--- config.mk ---
export PLATFORM = sky130hd
export DESIGN_NAME = led_cmd_sequencer
export DESIGN_NICKNAME = d
export VERILOG_FILES = /design/src/rtl/led_cmd_sequencer.sv
export SDC_FILE = /design/constraint.sdc
export NUM_CORES = 1
export LEC_CHECK = 0
export CORE_AREA = 2 2 65 73
export CTS_CLUSTER_DIAMETER = 150
export CTS_CLUSTER_SIZE = 16
export DETAILED_ROUTE_END_ITERATION = 10
export DIE_AREA = 0 0 67 75
export PLACE_DENSITY = 0.79
export RECOVER_POWER = 100
export SYNTH_ARGS = -nofsm -noshare
export SYNTH_HDL_FRONTEND = slang
export SYNTH_SLANG_ARGS = --single-unit
export TNS_END_PERCENT = 30
--- constraint.sdc ---
create_clock -name CLK -period 4.5 [get_ports CLK]
set_input_delay 0.675 -clock CLK [delete_from_list [all_inputs] [get_ports CLK]]
set_output_delay 0.675 -clock CLK [all_outputs]
set_load 0.01 [all_outputs]
--- src/rtl/led_cmd_sequencer.sv ---
// -----------------------------------------------------------------------------
// led_cmd_sequencer
//
// Host-side controller for the 19-LED CPLD driver. LED commands are queued in
// a small FIFO. Each one goes out as a 7-bit frame {pattern, active, addr[4:0]},
// MSB first, on SCLK/SDATA, and is then latched with an SLATCH pulse. The
// block also generates the shared SPATTERN blink square wave, which runs
// independently of the frame engine.
//
// Ports
//   CLK          in   system clock, rising edge
//   RESET        in   synchronous, active-high reset
//   CMD_VALID    in   command present
//   CMD_READY    out  FIFO not full
//   CMD_ADDR     in   [4:0] LED address
//   CMD_ACTIVE   in   LED steady-on bit
//   CMD_PATTERN  in   LED follows-blink bit
//   BLINK_EN     in   enable for the SPATTERN generator
//   BUSY         out  frame in progress (LOAD through GAP)
//   ERR_ADDR     out  one-cycle pulse when a popped command has an illegal address
//   SCLK         out  serial clock to the CPLD (registered)
//   SDATA        out  serial data (registered)
//   SLATCH       out  latch strobe (registered)
//   SPATTERN     out  blink signal (registered)
//   dbg_state    out  [2:0] current frame FSM state
//
// Handshake: a command transfers on a rising CLK edge where CMD_VALID and
// CMD_READY are both 1. CMD_READY depends only on the FIFO fill level, never
// on CMD_VALID. The host keeps the command stable while CMD_VALID=1 and
// CMD_READY=0.
// -----------------------------------------------------------------------------
module led_cmd_sequencer #(
   parameter int LED_TOT   = 19,
   parameter int DEPTH     = 4,
   parameter int DIV       = 2,
   parameter int BLINK_DIV = 4
) (
   input  logic       CLK,
   input  logic       RESET,
   input  logic       CMD_VALID,
   output logic       CMD_READY,
   input  logic [4:0] CMD_ADDR,
   input  logic       CMD_ACTIVE,
   input  logic       CMD_PATTERN,
   input  logic       BLINK_EN,
   output logic       BUSY,
   output logic       ERR_ADDR,
   output logic       SCLK,
   output logic       SDATA,
   output logic       SLATCH,
   output logic       SPATTERN,
   output logic [2:0] dbg_state
);

   localparam int AW = (DEPTH > 1) ? $clog2(DEPTH) : 1;
   localparam int TW = (DIV > 1) ? $clog2(DIV) : 1;
   localparam int BW = (BLINK_DIV > 1) ? $clog2(BLINK_DIV) : 1;

   typedef enum logic [2:0] {
      S_IDLE     = 3'd0,
      S_LOAD     = 3'd1,
      S_SHIFT_LO = 3'd2,
      S_SHIFT_HI = 3'd3,
      S_LATCH    = 3'd4,
      S_GAP      = 3'd5
   } state_t;

   // ---------------------------------------------------------------------
   // Command FIFO
   // ---------------------------------------------------------------------
   logic [6:0]    mem [DEPTH];
   logic [AW-1:0] wr_ptr;
   logic [AW-1:0] rd_ptr;
   logic [AW:0]   count;
   logic          push;
   logic          pop;
   logic          fifo_empty;
   logic [6:0]    head;
   logic          head_legal;

   assign CMD_READY  = (count != (AW+1)'(DEPTH));
   assign push       = CMD_VALID & CMD_READY;
   assign fifo_empty = (count == '0);
   assign head       = mem[rd_ptr];
   assign head_legal = ({27'd0, head[4:0]} < LED_TOT);

   // Storage needs no reset: an entry is only read after it has been written.
   always_ff @(posedge CLK) begin
      if (push) begin
         mem[wr_ptr] <= {CMD_PATTERN, CMD_ACTIVE, CMD_ADDR};
      end
   end

   // Pointers wrap naturally because DEPTH is a power of two.
   always_ff @(posedge CLK) begin
      if (RESET) begin
         wr_ptr <= '0;
         rd_ptr <= '0;
         count  <= '0;
      end else begin
         if (push) wr_ptr <= wr_ptr + AW'(1);
         if (pop)  rd_ptr <= rd_ptr + AW'(1);
         case ({push, pop})
            2'b10:   count <= count + (AW+1)'(1);
            2'b01:   count <= count - (AW+1)'(1);
            default: count <= count;
         endcase
      end
   end

   // ---------------------------------------------------------------------
   // Frame FSM
   // ---------------------------------------------------------------------
   state_t        state;
   state_t        state_nxt;
   logic [TW-1:0] tcnt;
   logic          tdone;
   logic [2:0]    bitcnt;
   logic [6:0]    shreg;
   logic          err_set;

   assign tdone     = (tcnt == TW'(DIV - 1));
   assign BUSY      = (state != S_IDLE);
   assign dbg_state = state;

   always_comb begin
      state_nxt = state;
      pop       = 1'b0;
      err_set   = 1'b0;
      case (state)
         S_IDLE: begin
            if (!fifo_empty) begin
               pop = 1'b1;
               if (head_legal) state_nxt = S_LOAD;
               else            err_set   = 1'b1;
            end
         end
         S_LOAD:     state_nxt = S_SHIFT_LO;
         S_SHIFT_LO: if (tdone) state_nxt = S_SHIFT_HI;
         S_SHIFT_HI: if (tdone) state_nxt = (bitcnt == 3'd6) ? S_LATCH : S_SHIFT_LO;
         S_LATCH:    if (tdone) state_nxt = S_GAP;
         S_GAP:      if (tdone) state_nxt = S_IDLE;
         default:    state_nxt = S_IDLE;
      endcase
   end

   // The serial pins are registered decodes of the current state, so they
   // trail the state register by one cycle. SCLK and SDATA therefore move on
   // the same edge, and SDATA is stable for DIV cycles before each SCLK rise.
   always_ff @(posedge CLK) begin
      if (RESET) begin
         state    <= S_IDLE;
         tcnt     <= '0;
         bitcnt   <= '0;
         shreg    <= '0;
         SCLK     <= 1'b0;
         SDATA    <= 1'b0;
         SLATCH   <= 1'b0;
         ERR_ADDR <= 1'b0;
      end else begin
         state <= state_nxt;

         if ((state_nxt != state) || (state == S_IDLE)) tcnt <= '0;
         else                                            tcnt <= tcnt + TW'(1);

         // The word is captured as it leaves the FIFO, because the head moves
         // on at the same edge. LOAD then sees the word already in place.
         if (pop && head_legal) begin
            shreg  <= head;
            bitcnt <= '0;
         end else if ((state == S_SHIFT_HI) && tdone && (bitcnt != 3'd6)) begin
            shreg  <= {shreg[5:0], 1'b0};
            bitcnt <= bitcnt + 3'd1;
         end

         SCLK     <= (state == S_SHIFT_HI);
         SDATA    <= ((state == S_SHIFT_LO) || (state == S_SHIFT_HI)) & shreg[6];
         SLATCH   <= (state == S_LATCH);
         ERR_ADDR <= err_set;
      end
   end

   // ---------------------------------------------------------------------
   // Blink generator
   // ---------------------------------------------------------------------
   logic [BW-1:0] bcnt;

   always_ff @(posedge CLK) begin
      if (RESET || !BLINK_EN) begin
         bcnt     <= '0;
         SPATTERN <= 1'b0;
      end else if (bcnt == BW'(BLINK_DIV - 1)) begin
         bcnt     <= '0;
         SPATTERN <= ~SPATTERN;
      end else begin
         bcnt     <= bcnt + BW'(1);
      end
   end

endmodule
**Placement by cell class**

(4 px per micron)
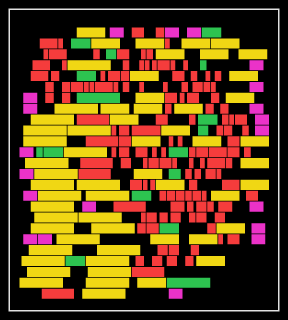
| color | class | cells | share of their area |
|---|---|---|---|
| magenta | remaining buffers and delay cells | 20 | 7.1% |
| yellow | sequential cells | 58 | 51% |
| red | remaining logic cells | 133 | 34% |
| green | clock drivers and dummy loads | 16 | 7.7% |
Core Footprint: 4250 sq um
proportion of cell area occupied by registers: 0.498
Final Cell Area: 2890 sq um

**Where the registers sit**

(8 px per micron) Other sequential cells in the stronger gray, the rest of the logic in the fainter gray.
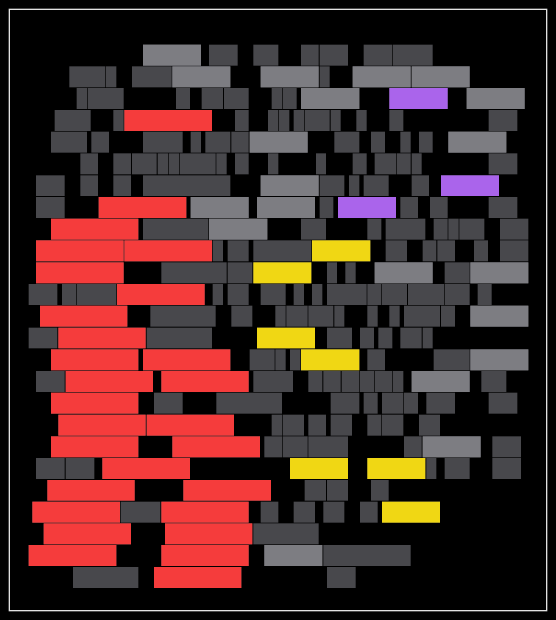
| color | signal | sequential cells |
|---|---|---|
| yellow | shreg | 7 |
| red | mem | 28 |
| purple | dbg_state | 3 |
post-layout util: 0.680
Storage cell area: 1440 sq um
sequential-cell power consumption: 0.000718 W

**Signal wires by layer**

(4 px per micron) Only two layers are drawn.
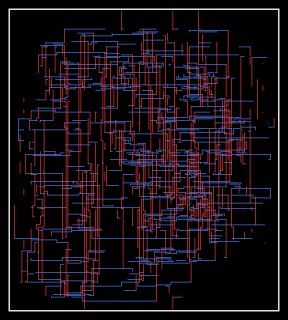
| color | layer | wire length |
|---|---|---|
| blue | M1 | 1,940 microns |
| red | M2 | 2,170 microns |

==> per-layer routing <==
| layer | routed length [microns] | GRT usage | vias up |
|---|---|---|---|
| met2 | 2170 | 0.339 | 43 |
| met1 | 1940 | 0.236 | 775 |
| li1 | - | - | 787 |
| met4 | 96 | 0.116 | 0 |
| met3 | 206 | 0.0538 | 9 |
| met5 | 0 | 0 | - |
==> logic make-up (layout without fill, tap and decap cells) <==
family / Yosys count / in the layout / synth area share
flops: 58 / 58 / 0.586
compound gates: 34 / 34 / 0.0971
fa+ha+maj: 9 / 9 / 0.0488
simple gates: 63 / 63 / 0.137
xor+xnor: 9 / 9 / 0.0320
buf+inv: 21 / 47 / 0.0356
mux: 7 / 7 / 0.0641
==> flip-flops by register name (all words and copies together), names as in the netlist, 2 cells and up, named ones only <==
register / count
bcnt: 2
rd_ptr: 2
wr_ptr: 2
mem: 28
count: 3
bitcnt: 3
dbg_state: 3
shreg: 7
==> layout make-up <==
type,count,area share
Sequential cell,58,0.498
Tap cell,54,0.0233
Clock inverter,7,0.0324
Clock buffer,9,0.0428
Multi-Input combinational cell,122,0.320
Timing Repair Buffer,20,0.0692
Inverter,11,0.0143
==> per-stage QoR <==
stage	setup WS (ns)	instances	utilization	instance area (sq um)	total power (W)
floorplan	2.09	201	-	2460	0.00107
global placement	1.71	265	0.631	2680	0.00118
detailed placement	1.67	265	0.631	2680	0.00120
CTS	1.64	281	0.682	2900	0.00172
global route	1.45	281	0.680	2890	0.00180
finish	1.68	281	0.680	2890	0.00170
==> cells in the mapped netlist, drive strengths merged (7+ instances only) <==
library cell,instances,share of area
a21oi,9,0.018
and3,10,0.025
clkbuf,8,0.012
dfxtp,30,0.24
edfxtp,28,0.34
ha,8,0.041
inv,11,0.017
mux4,7,0.064
nand2,14,0.021
nor2,11,0.017
nor3,7,0.014
==> worst paths after layout <==
check | slack (ns) | end | startpoint | cells past startpoint
setup / recovery | 1.68 | count[2] | dbg_state[2] | 9
hold / removal | 0.44 | bcnt[0] | bcnt[0] | 1
hold reg to reg | 0.44 | bcnt[0] | bcnt[0] | 1
setup reg to reg | 1.68 | count[2] | dbg_state[2] | 9
==> power breakdown <==
part	leakage, nW	internal (W)	total, W	switching, W
registers	0.502	0.000644	0.000718	0.0000738
logic	0.492	0.000205	0.000457	0.000252
clock network	0.105	0.000310	0.000524	0.000214
total	1.10	0.00116	0.00170	0.000540
==> reports/qor.rpt <==
==========================================================================================
Run status                                                                    complete, no violations
Cell type of the slowest stage on the worst timing path                       sky130_fd_sc_hd__nor3_1
IR Drop Worst-Case VDD                                                          0.000313 V
WL final                                                                           4.41 mm
Number of buffers inserted to repair setup after CTS                                     0
Count of warning messages emitted by the tools                                          30
Antenna cells                                                                            0
Count of port buffers added during placement                                            20
Data arrival, critical path                                                        3.08 ns
Post-synthesis cell count                                                              201
Number of vias in the routed layout                                                  1,614
Count of nets left with antenna violations after detail routing                          0
H-tree depth reported by CTS                                                             3
Most repeated library cell on the critical path                               sky130_fd_sc_hd__inv_1
Floorplan die height                                                            75 microns
# nets final                                                                           242
Number of nets at floorplan                                                            221
Area Growth Syn to Fin                                                               17.6%
Max-slew violation total from the final report                                           0
Crit-path leading delay family                                                simple AND/OR/NAND/NOR gates
Worst Path Max Fanout                                                                   12
Area taken by multi-input logic gates                                            926 sq um
Longest individual stage delay on the worst path                                   0.54 ns
Power density over the cells                                                   587 nW/um^2
Category of the critical setup timing path                                      reg -> reg
Dominant Register Cell                                                        sky130_fd_sc_hd__dfxtp_1
Setup repair after global routing missed its margin                                     no
Number of hold buffers added after CTS                                                   0
Period utilisation layout                                                            0.626
Initial DRT Pass Iterations                                                              4
Number of placed I/O pins                                                               21
Number of distinct library cells after synthesis                                        39
Antenna violations before repair                                                         0
Clock edge transition at the registers on the reported setup and hold paths        0.07 ns
Remaining DRCs                                                                           0
Via/cell ratio                                                                        5.74
Total clock buffers created by CTS                                                       9
==========================================================================================
Power and IR drop assume default switching activity.
